==> config.mk <==
export PLATFORM = sky130hd
export DESIGN_NAME = null_decode_stage
export DESIGN_NICKNAME = d
export VERILOG_FILES = /design/src/rtl/null_decode_pkg.sv /design/src/rtl/null_uop_decode.sv /design/src/rtl/null_decode_stage.sv
export SDC_FILE = /design/constraint.sdc
export NUM_CORES = 1
export LEC_CHECK = 0
export ABC_AREA = 1
export CORE_MARGIN = 2
export CORE_UTILIZATION = 40
export DETAILED_ROUTE_END_ITERATION = 6
export PLACE_DENSITY = 0.68
export RECOVER_POWER = 50
export SYNTH_ARGS = -nofsm -noshare
export SYNTH_HDL_FRONTEND = slang
export SYNTH_SLANG_ARGS = --single-unit
export TNS_END_PERCENT = 1
==> constraint.sdc <==
create_clock -name clock -period 1.35 [get_ports clock]
set_input_delay 0.135 -clock clock [delete_from_list [all_inputs] [get_ports clock]]
set_output_delay 0.135 -clock clock [all_outputs]
set_load 0.005 [all_outputs]
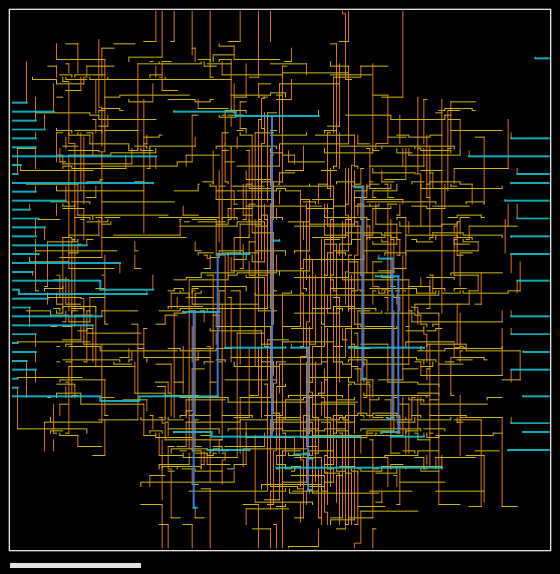
**Above:** metal layers overlaid.
The bar under the picture is 20 µm long.
cyan -> M3  # wire length 491 µm
orange -> M2  # wire length 2920 µm
blue -> M4  # wire length 200 µm
yellow -> M1  # wire length 2730 µm
Total GRT Usage: 0.192
Avg WL per Cell: 12.6 µm
total routed wirelength: 6350 µm
vias: 2388

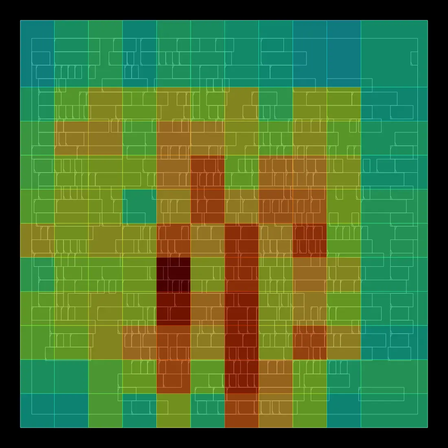
**Above:** congestion heat map.
grt peak-use layer: met2
final core occ: 0.660
M3 GR Usage: 0.0598
met1 Use GR: 0.255
met2 usage: 0.298

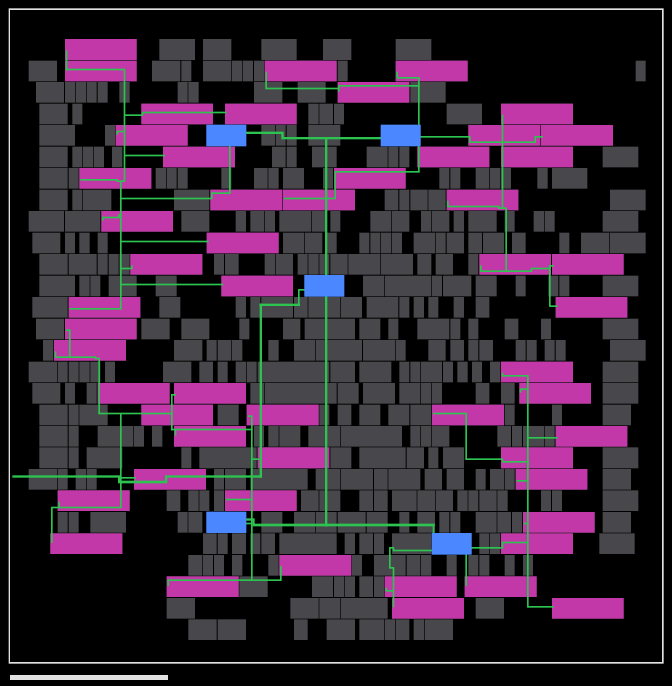
**Above:** routed clock nets over the placement.
The bar under the picture is 20 µm long.
magenta -> flip-flops  # count 53
blue -> clock-net drivers  # count 5
green -> clock wires  # length 618 µm
routed clock nets = 6
flops lie = spread over the die
clock power share: 0.213
clock skew: 0.00590 ns
Late-Pin Clk Latency: 0.31 ns
Clock group: 0.898 mW

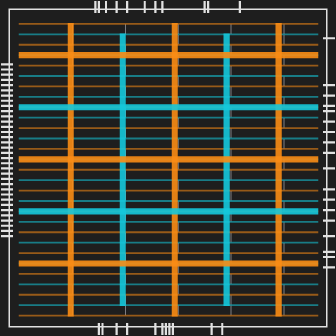
**Above:** power grid.
Pins as bars on the die edge. Tap cells in gray.
cyan -> VDD
orange -> VSS
met5 straps = 5
met4 straps = 5
tap cells = 75
met1 rails = 29
die width: 82.5 µm
Die H: 82.5 µm
Max rail drop VDD: 699 µV

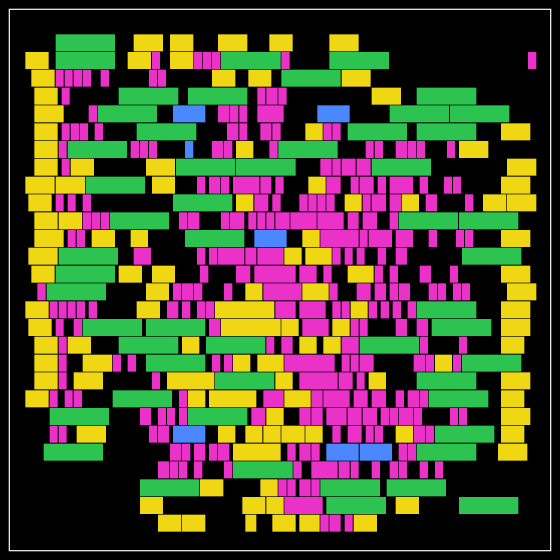
**Above:** placed cells, one color a class.
blue -> clock drivers and dummy loads  # cells 7
green -> sequential cells  # cells 53
yellow -> remaining buffers and delay cells  # cells 111
magenta -> remaining logic cells  # cells 256
fin area: 3930 µm²
CORE AREA: 5960 µm²
# rows: 28

==> Slide: Implementation Results <==
Flow Results at a Glance

STA
  • Slack of the critical path: -0.105 ns
  • Slew @ Worst Pin: roughly 0.73 ns
  • Finish-stage setup viols: 25
  • Final Hold Violation Tally: 0
  • Final Max Tran Viols: 0
  • Period minus WS final: about 1.5 ns
  • Setup tns final: -1.43 ns
  • Min Hold Slack: ~0.35 ns

Critical path
  • Most frequent CP cell: nand2_4
  • WS Path Type: reg -> reg
  • Crit path max fanout: 6
  • Max stage delay on crit path: between 0.3 and 0.4 ns
  • R2R depth: 11
  • Critical path required time: roughly 1.6 ns
  • CP delay by family, top: simple AND/OR/NAND/NOR gates
  • Critical-path cell list: buf_6, buf_12, nand2_4, nand2_4, inv_6, nand2_4, nor2_4, nand2_2, inv_2, nand2_2, nand3_1
  • R2r setup slk: -0.11 ns
  • Startpoint Class: flip-flop
  • CP endpoint kind: flip-flop
  • Crit path DAT: 1.70 ns

Yosys
  • Dominant comb cell: simple AND/OR/NAND/NOR gates
  • Most common cell in the netlist: nand2_1
  • Post-synthesis instance total: 320
  • Synth area leaders: dfrtp_1, nand2_1, o21ai_0
  • Yosys cell count: roughly 320
  • Simple share: 0.324
  • Synth Area in Adders: 0
  • Syn Nets: about 350
  • Top cell area share: 0.538
  • Seq share, synth: 0.538
  • Ys Warns: 0
  • Main flop type after synthesis: dfrtp_1
  • Dominant cell type by area after synthesis: dfrtp_1
  • Compound-cell area share of the yosys netlist: 0.0746
  • Synth cell types: 20
  • Netlist Area Pre-Place: 2470 µm²
  • Mapped Avg Cell Area: 7.71 µm²
  • Area fraction in mux cells: 0

Layout
  • Commonest Layout Cell: nand2_1
  • Non-clk invs: 25
  • Area growth, synth to finish: 59.5%
  • Clk cell area share: 0.0220
  • Seq/total area: 0.337
  • # clk buffers: 7
  • Layout net count: about 460
  • Buffers, non-clock: roughly 110
  • Layout cells sized above 1: 0.213
  • Max FFs per register: 16
  • Top class by area: sequential cells
  • Storage cell area: roughly 1300 µm²
  • Fillers: ~510
  • Logic share of the area: 0.292

Power
  • Leakage power figure: 2.33 nW
  • Power Sequential: 2.01 mW
  • Sw frac: 0.289
  • Combinational gate power: around 1.3 mW
  • Flop pwr share: 0.476
  • Int Power: around 3.0 mW
  • Total power: between 4 and 5 mW
  • Top pwr grp: sequential cells

Clock network
  • Post-CTS Setup Bufs: 2
  • TritonCTS buffer count: 5
  • CTS tree: yes
  • H-tree Lvls: 2
  • CTS max path bufs: 2

Global routing
  • Largest net degree at the start of global routing: roughly 54
  • Vias in the first global route: ~2200
  • Total grt overflow: 0

Detailed routing
  • Metal2 WL: 2920 µm
  • Met1 Wirelength: around 2700 µm
  • Top Metal Used: met4
  • Router iterations before antenna repair: 4
  • # DRC: 0
  • Via-per-instance ratio: about 4.8
  • DRT iter0 DRCs: ~190

Place
  • DP Area: 3510 µm²
  • Pre-CTS setup slack: -0.241 ns
  • Routability cong.: 0.812
  • DP HPWL: 4250 µm

Worst hold path
  • Hold Path Depth: 3
  • Worst hold path type: in -> reg

Run status
  • Status: finished with violations
  • Failing checks: setup timing

Floorplanning
  • Tap Cells: between 70 and 80
  • Die Area: 6810 µm²
  • Num ports: between 70 and 80

Run
  • Max-Cap Viols: 0
Power figures rest on the tool's default switching activity, not on a simulated workload.
